[src/rtl/stream_demux8.sv]
// 1-to-8 packet router: one valid/ready input steered to one of eight one-hot valid outputs, channel locked per packet.
// Latency: 1 cycle from accept to out_valid through a single registered output stage.
// Backpressure: in_ready = stage empty or staged channel ready; ready on other channels is ignored.
module stream_demux8 #(
  parameter int N = 32
) (
  input  logic         clk,
  input  logic         rst,
  input  logic [N-1:0] in_data,
  input  logic [2:0]   in_sel,
  input  logic         in_last,
  input  logic         in_valid,
  output logic         in_ready,
  output logic [N-1:0] out_data,
  output logic         out_last,
  output logic [7:0]   out_valid,
  input  logic [7:0]   out_ready,
  output logic         busy
);

  typedef enum logic {IDLE = 1'b0, ROUTE = 1'b1} state_t;

  state_t     state_q, state_d;
  logic [2:0] lock_sel_q, lock_sel_d;

  logic       stg_full;
  logic [2:0] stg_sel;
  logic       accept;
  logic [2:0] ch;

  // Accept and channel selection; a packet's channel comes from its first beat only
  always_comb begin
    accept = in_valid && in_ready;
    ch     = (state_q == IDLE) ? in_sel : lock_sel_q;
  end

  // Packet FSM state and locked channel
  always_ff @(posedge clk) begin
    if (rst) begin
      state_q    <= IDLE;
      lock_sel_q <= 3'd0;
    end else begin
      state_q    <= state_d;
      lock_sel_q <= lock_sel_d;
    end
  end

  // Next state: open a packet on a non-last first beat, close it on the last beat
  always_comb begin
    state_d    = state_q;
    lock_sel_d = lock_sel_q;
    if (accept) begin
      case (state_q)
        IDLE: begin
          if (!in_last) begin
            state_d    = ROUTE;
            lock_sel_d = in_sel;
          end
        end
        ROUTE: begin
          if (in_last) state_d = IDLE;
        end
        default: state_d = IDLE;
      endcase
    end
  end

  // FSM-derived and stage-derived outputs
  always_comb begin
    busy      = (state_q == ROUTE);
    in_ready  = !stg_full || out_ready[stg_sel];
    out_valid = 8'h00;
    if (stg_full) out_valid[stg_sel] = 1'b1;
  end

  // Output stage: load on accept (even while draining, so no bubble), empty on drain alone
  always_ff @(posedge clk) begin
    if (rst) begin
      stg_full <= 1'b0;
      stg_sel  <= 3'd0;
      out_data <= '0;
      out_last <= 1'b0;
    end else if (accept) begin
      stg_full <= 1'b1;
      stg_sel  <= ch;
      out_data <= in_data;
      out_last <= in_last;
    end else if (stg_full && out_ready[stg_sel]) begin
      stg_full <= 1'b0;
    end
  end

endmodule

[config.mk]
export PLATFORM = sky130hd
export DESIGN_NAME = stream_demux8
export DESIGN_NICKNAME = d
export VERILOG_FILES = /design/src/rtl/stream_demux8.sv
export SDC_FILE = /design/constraint.sdc
export NUM_CORES = 1
export LEC_CHECK = 0
export CORE_MARGIN = 2
export CORE_UTILIZATION = 40
export CTS_CLUSTER_SIZE = 8
export DETAILED_ROUTE_END_ITERATION = 6
export PLACE_DENSITY = 0.79
export SLEW_MARGIN = 20
export SYNTH_ARGS = -nofsm -noshare
export SYNTH_HDL_FRONTEND = slang
export SYNTH_SLANG_ARGS = --single-unit
[constraint.sdc]
create_clock -name clk -period 1.82 [get_ports clk]
set_input_delay 0.273 -clock clk [delete_from_list [all_inputs] [get_ports clk]]
set_output_delay 0.273 -clock clk [all_outputs]
set_load 0.01 [all_outputs]
Fig. 1: signal metal coverage by tile
14 x 14 tiles, from white (low) to dark blue (high), scaled to the fullest tile. Values are wire area over tile area, all layers added.
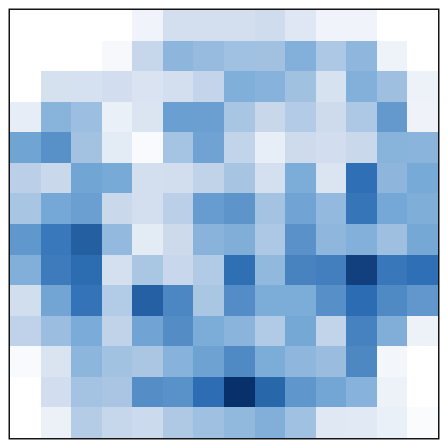
The fullest tile reaches 0.39. 27% of the tiles are over half the peak. The mean over all tiles is 0.14. The emptiest ninth of the die: top left. 7.7% of the tiles are nearly empty.
via count: 1,703
Total GRT Usage: 18.6%
routed len/inst: 13.1 um

Fig. 2: zoomed window
Scale bar: 5 um. Region (26, 41) to (46, 61) um. Cells in gray, sequential cells in the stronger gray; small squares are vias.
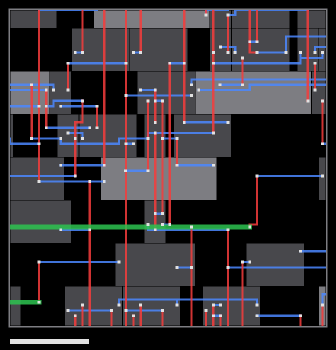
Green is metal 3. Blue is metal 1. Red is metal 2.
Most frequent: nand2_1 (6), mux2i_1 (6), clkdlybuf4s50_1 (5). 21 logic cells have their middle in the window. Sequential cells in the window: 2. Netlist names of flops here include `out_data` (2).

Fig. 3: I/O pins on the die edge
Scale bar: 20 um. Pins as bars across the die edge, other pins in gray.
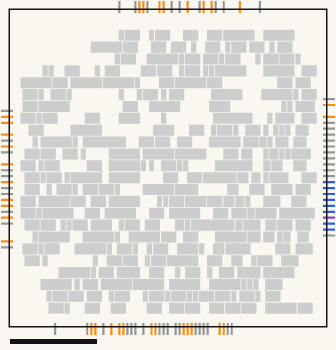
Purple is `in_valid`, pins 1, direction input, edge right. Blue is `out_ready`, pins 8, direction input, edge right. Orange is `in_data`, pins 32, direction input, edge 12 bottom, 10 left, 8 top, 2 right.
All pins by edge: 30 bottom, 23 right, 20 left, 17 top.
Port Buf Inserts: 89
Die W: 72.4 um
Die Y-Extent: 72.4 um

Fig. 4: logic cells by family
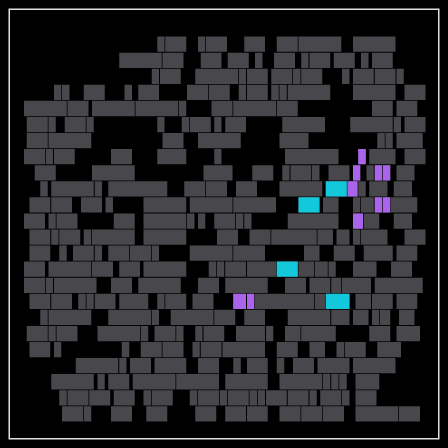
Purple is nor cells, cells 10, where right middle. Cyan is non-inverting ao/oa cells, cells 4, where right middle.
final non-filler cell total: 356
most used logic cell in the final layout: clkdlybuf4s50_1

==> flow_metrics.env <==
# implementation run metrics
export IMPL_wl_mm=4.66
export IMPL_crit_arrival_ns=2.05
export IMPL_ys_warn_count=0
export IMPL_drtAntennaViolNets=0
export IMPL_violations="setup timing"
export IMPL_cts_clk_slew_worst_paths_ns=0.07
export IMPL_grt_util_met3_pct=5.28
export IMPL_max_freq_ghz=0.545
export IMPL_fin_crit_sh_pct=101
export IMPL_antenna_found_initial=0
export IMPL_end_kind="flip-flop"
export IMPL_top_area_share_pct=43.8
export IMPL_fin_ws_ns=-0.0164
export IMPL_crit_type="reg2reg"
export IMPL_setup_viol=1
export IMPL_synth_nets=250
export IMPL_synth_most_common_cell="nand2_1"
export IMPL_syn_inst=203
export IMPL_clkSinkCount=41
export IMPL_vdd_drop_max_mv=0.470
export IMPL_core_region_area_um2=4440
export IMPL_fin_crit_ns=1.84
export IMPL_switching_share_pct=25.5
export IMPL_grt_pass1_wl_mm=7.65
export IMPL_num_io_pins=90
export IMPL_status="finished with violations"
export IMPL_grt_use_met2_pct=32.1
export IMPL_core_rowCount=24
export IMPL_cts_tree="done"
export IMPL_grt_overflow=0
==> per-layer routing <==
metal  share of wire, %  vias to the layer above
met1                 42                      772
met4                1.3                        0
li1                   -                      870
met3                6.9                        4
met2                 50                       57
met5                  0                        -
==> cell usage in the layout (no fill, tap or decap), types with 4 or more instances in the layout <==
cell type | netlist | layout
buf_12 | 3 | 4
buf_4 | 0 | 7
clkbuf_8 | 0 | 6
clkdlybuf4s50_1 | 0 | 80
dfxtp_1 | 41 | 39
dlygate4sd2_1 | 0 | 4
dlymetal6s2s_1 | 0 | 4
mux2i_1 | 41 | 39
nand2_1 | 77 | 77
nor2_1 | 7 | 7
==> through the flow <==
stage / TNS, ns / instances / power, mW / utilization (%) / setup WS, ns
final: -0.0164 / 356 / 2.20 / 69.1 / -0.0164
after global placement: -7.19 / 343 / 1.58 / 64.7 / -0.265
after global routing: -0.371 / 356 / 2.32 / 69.1 / -0.0946
after detailed placement: -8.80 / 343 / 1.59 / 64.7 / -0.266
after CTS: -0.117 / 354 / 2.21 / 67.9 / -0.0441
after floorplan: 0 / 203 / 1.30 / - / 0.141
==> worst paths after layout <==
kind,slack [ns],depth (start not counted),startpoint,end
max,-0.02,6,stg_sel[0]$_SDFFE_PP0P_,lock_sel_q[2]$_SDFFE_PP0P_
min,0.45,2,out_data[21]$_SDFFE_PP0P_,out_data[21]$_SDFFE_PP0P_
max reg2reg,-0.02,6,stg_sel[0]$_SDFFE_PP0P_,lock_sel_q[2]$_SDFFE_PP0P_
min reg2reg,0.45,2,out_data[21]$_SDFFE_PP0P_,out_data[21]$_SDFFE_PP0P_
==> sequential cells by signal (all words and copies together) (netlist names) <==
register    flops
lock_sel_q      3
out_last        1
stg_full        1
busy            1
stg_sel         3
out_data       32
==> kinds of logic (layout without fill, tap and decap cells) <==
logic type	count (synthesis)	after routing	synth area share (%)
multiplexers	43	43	23.9
AND-OR/OR-AND	12	12	6.35
AND/OR/NAND/NOR	91	91	19.3
buffers and inverters	16	117	6.61
flip-flops	41	41	43.8
==> power groups by stage <==
stage          sequential [mW]  clock (mW)  combinational (mW)
3_3_place_gp              1.03           0               0.558
5_1_grt                   1.02       0.647               0.656
4_1_cts                   1.01       0.612               0.592
2_1_floorplan             1.05           0               0.246
6_report                  1.01       0.584               0.609
3_5_place_dp              1.03           0               0.566
==> critical path, cell delays in order (launching register included) <==
cell and delay [ns]:
dfxtp_4 0.36, buf_6 0.12, mux2i_2 0.14, o221a_2 0.31, buf_6 0.13, a2111oi_4 0.47, mux2i_1 0.24
==> final cells by class <==
type	instances	area (um^2)	area share (%)
timing repair buffer	107	1140	37.1
multi-input combinational	146	943	30.7
sequential	41	826	26.9
clock buffer	7	86.3	2.81
tap	52	65.1	2.12
inverter	3	11.3	0.367
==> timing repair <==
item | CTS | global route
hold buffers | 0 | 0
pin swaps | 3 | 3
resized | 12 | 13
endpoints found under the setup margin | 26 | 44
buffers inserted | 3 | 2
cloned | 1 | 1
Power figures rest on the tool's default switching activity, not on a simulated workload.
